===== config.mk =====
export PLATFORM = sky130hd
export DESIGN_NAME = pulse_stretch
export DESIGN_NICKNAME = d
export VERILOG_FILES = /design/src/rtl/pulse_stretch.sv
export SDC_FILE = /design/constraint.sdc
export NUM_CORES = 1
export LEC_CHECK = 0
export CORE_MARGIN = 5
export CORE_UTILIZATION = 40
export DETAILED_ROUTE_END_ITERATION = 7
export PLACE_DENSITY_LB_ADDON = 0.2
export SLEW_MARGIN = 20
export SYNTH_ARGS = -nofsm -noshare
export SYNTH_HDL_FRONTEND = slang
export SYNTH_SLANG_ARGS = --single-unit

===== constraint.sdc =====
create_clock -name clk -period 3.9 [get_ports clk]
set_clock_uncertainty 0.1 [all_clocks]
set_input_delay 0.78 -clock clk [delete_from_list [all_inputs] [get_ports clk]]
set_output_delay 0.78 -clock clk [all_outputs]
set_load 0.01 [all_outputs]

===== src/rtl/pulse_stretch.sv =====
// -----------------------------------------------------------------------------
// pulse_stretch
//
// Turns single-cycle event pulses into a level held for WIDTH_CYCLES cycles,
// followed by a de-asserted gap of at least GAP_CYCLES cycles. It is meant for
// LEDs, GPIO strobes and other slow observers of one-cycle events.
//
// Overlapping events are handled as follows:
//   - while asserted: reload the width (RETRIGGER=1), or drop the event.
//   - during the gap: hold one event as pending and start a new assertion
//     as soon as the gap ends; any further event is dropped.
//
// Ports
//   clk      in   single clock, rising edge
//   reset    in   asynchronous, active-high reset
//   pulse    in   trigger; every cycle it is high counts as one trigger
//   level    out  stretched output, asserted low when ACTIVE_LOW=1 (registered)
//   busy     out  high while asserting or in the gap (registered)
//   dropped  out  one-cycle flag, a trigger was discarded (registered)
// -----------------------------------------------------------------------------
module pulse_stretch #(
    parameter int WIDTH_CYCLES = 16,
    parameter int GAP_CYCLES   = 4,
    parameter bit RETRIGGER    = 1'b1,
    parameter bit ACTIVE_LOW   = 1'b0
) (
    input  logic clk,
    input  logic reset,
    input  logic pulse,
    output logic level,
    output logic busy,
    output logic dropped
);

    localparam int MAX_CYCLES = (WIDTH_CYCLES > GAP_CYCLES) ? WIDTH_CYCLES : GAP_CYCLES;
    localparam int CNT_W      = $clog2(MAX_CYCLES + 1);

    localparam logic [CNT_W-1:0] WIDTH_LOAD = CNT_W'(WIDTH_CYCLES - 1);
    localparam logic [CNT_W-1:0] GAP_LOAD   = (GAP_CYCLES > 0) ? CNT_W'(GAP_CYCLES - 1) : '0;

    typedef enum logic [1:0] {
        IDLE   = 2'd0,
        ACTIVE = 2'd1,
        GAP    = 2'd2
    } state_t;

    state_t           state;
    state_t           state_nxt;
    logic [CNT_W-1:0] cnt;
    logic [CNT_W-1:0] cnt_nxt;
    logic             pending;
    logic             pending_nxt;
    logic             dropped_nxt;

    // Counter decrement that holds at zero instead of wrapping.
    function automatic logic [CNT_W-1:0] dec_sat(input logic [CNT_W-1:0] v);
        return (v == '0) ? '0 : v - CNT_W'(1);
    endfunction

    always_comb begin
        state_nxt   = state;
        cnt_nxt     = cnt;
        pending_nxt = pending;
        dropped_nxt = 1'b0;

        case (state)
            IDLE: begin
                if (pulse) begin
                    state_nxt = ACTIVE;
                    cnt_nxt   = WIDTH_LOAD;
                end
            end

            ACTIVE: begin
                if (pulse && RETRIGGER) begin
                    // Reload takes priority even on the last active cycle,
                    // so the level never blinks off between triggers.
                    cnt_nxt = WIDTH_LOAD;
                end else begin
                    dropped_nxt = pulse;
                    if (cnt == '0) begin
                        if (GAP_CYCLES == 0) begin
                            state_nxt = IDLE;
                            cnt_nxt   = '0;
                        end else begin
                            state_nxt = GAP;
                            cnt_nxt   = GAP_LOAD;
                        end
                    end else begin
                        cnt_nxt = dec_sat(cnt);
                    end
                end
            end

            GAP: begin
                // Only one event can wait for the gap to finish; an event
                // arriving while one is already waiting is discarded.
                if (pulse && pending) begin
                    dropped_nxt = 1'b1;
                end
                if (cnt == '0) begin
                    if (pending || pulse) begin
                        state_nxt   = ACTIVE;
                        cnt_nxt     = WIDTH_LOAD;
                        pending_nxt = 1'b0;
                    end else begin
                        state_nxt = IDLE;
                    end
                end else begin
                    cnt_nxt = dec_sat(cnt);
                    if (pulse) begin
                        pending_nxt = 1'b1;
                    end
                end
            end

            default: begin
                state_nxt   = IDLE;
                cnt_nxt     = '0;
                pending_nxt = 1'b0;
            end
        endcase
    end

    // Outputs are registered from the next state so they line up with the
    // state register and have no combinational path from pulse.
    always_ff @(posedge clk or posedge reset) begin
        if (reset) begin
            state   <= IDLE;
            cnt     <= '0;
            pending <= 1'b0;
            level   <= ACTIVE_LOW;
            busy    <= 1'b0;
            dropped <= 1'b0;
        end else begin
            state   <= state_nxt;
            cnt     <= cnt_nxt;
            pending <= pending_nxt;
            level   <= (state_nxt == ACTIVE) ^ ACTIVE_LOW;
            busy    <= (state_nxt != IDLE);
            dropped <= dropped_nxt;
        end
    end

endmodule

Fig. 1: clock wires, drivers and flops
Scale bar: 10 microns.
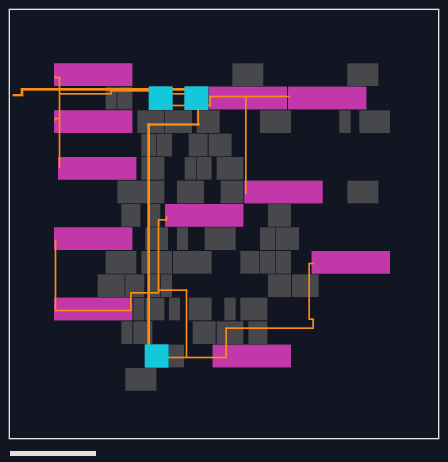
- magenta: flip-flops (count 11)
- cyan: clock-net drivers (count 3)
- orange: clock wires (length 188 microns)
- routed clock nets: 4
clock network fraction of total power: 36.3%
Clock Latency Late Sink: 0.28 ns
P_clk: 0.0829 mW

Fig. 2: cells colored by class
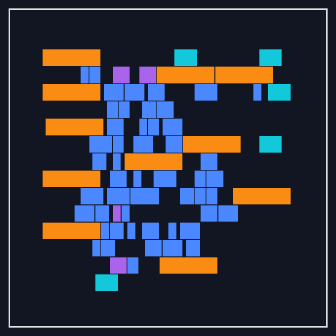
- cyan: remaining buffers and delay cells (cells 5; share of their area 7.3%)
- orange: sequential cells (cells 11; share of their area 40%)
- purple: clock drivers and dummy loads (cells 4; share of their area 3.8%)
- blue: remaining logic cells (cells 50; share of their area 49%)
placement row count: 14
final core occ: 46.84%
core area: 1506 sq um
fin area: 705.7 sq um

==> reports/metrics.yaml <==
detailed_routing:
  routed_wl_mm: 1.334
  first_iter_violations: 6
  drcViolationCount: 0
synthesis:
  syn_inst: 66
  ys_area_sq_um: 629.4
  yosys.cell_types.count: 29
  yosys.area_share.adder_pct: 1.988
  ys_cells: 66
timing:
  finalCriticalPeriod_ns: 2.364
  fmax_mhz: 423.1
  worst_pin_slew_ns: 0.6195
  holdWs_ns: 0.4803
setup_path:
  worstSetupPathDepth: 6
  endpoint: "cnt[1]"
  rr_worst_depth: 6
  rr_startpoint: "cnt[0]"
  rrSetupSlack_ns: 1.54
  cp-start-kind: "flop"
  end_kind: "flop"
cells_and_area:
  n_all_buffers: 5
  drive_gt1_share_pct: 7.143
  clock_area_share_pct: 3.723
  seq_cells: 11
  final_cell_mix: "dfrtp_1, a21oi_1, clkdlybuf4s50_1"
global_route:
  top_usage_layer: "met2"
  antenna_found_initial: 0
  gr-usage-met2_pct: 17.80
  grt_max_degree: 19
  grt.overflow.total: 0
  use_met3_pct: 3.916
  grt_pass1_vias: 492
clock_tree:
  htreeDepth: 1
  clock_path_buffers: 2
  cts_hold_buf: 0
  numCtsBuffers: 3
pwr:
  leakagePower_nw: 0.2688
floorplan:
  tapCellCount: 16
  die_x_microns: 49.67
placed_design:
  gp_congestion: 0.7173
status:
  status: "completed"
Fig. 3: register map, names as in the netlist
Other sequential cells in the stronger gray, the rest of the logic in the fainter gray.
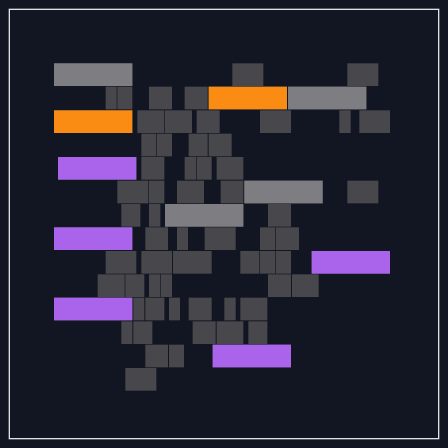
- orange: state (sequential cells 2)
- purple: cnt (sequential cells 5)
seq pwr: 0.124 mW
Seq area share: 39.01%
register area: 275.3 sq um

==> metal layers <==
metal  vias to the layer above  share of wire [%]
met5                         -                  0
met4                         0                1.9
met3                         2                3.7
met2                         8                 44
met1                       252                 50
li1                        261                  -
==> Yosys cell counts, types with 2 or more instances <==
library cell,count,area share [%]
clkbuf_1,4,2.4
a21oi_1,5,4.0
nor2_1,3,1.8
nor2b_1,3,3.0
a211oi_1,3,3.6
o311a_1,2,3.2
o32ai_1,3,4.2
o21a_1,4,4.8
nor3_1,2,1.6
nand2_1,4,2.4
inv_1,3,1.8
o21ai_0,2,1.6
dfrtp_1,11,44
o31a_1,2,2.8
==> registers in the layout, summed over array words and instances, names as in the netlist <==
| signal | count |
|---|---|
| cnt | 5 |
| dropped | 1 |
| pending | 1 |
| level | 1 |
| busy | 1 |
| state | 2 |
Power is estimated from default activity; no workload was simulated.
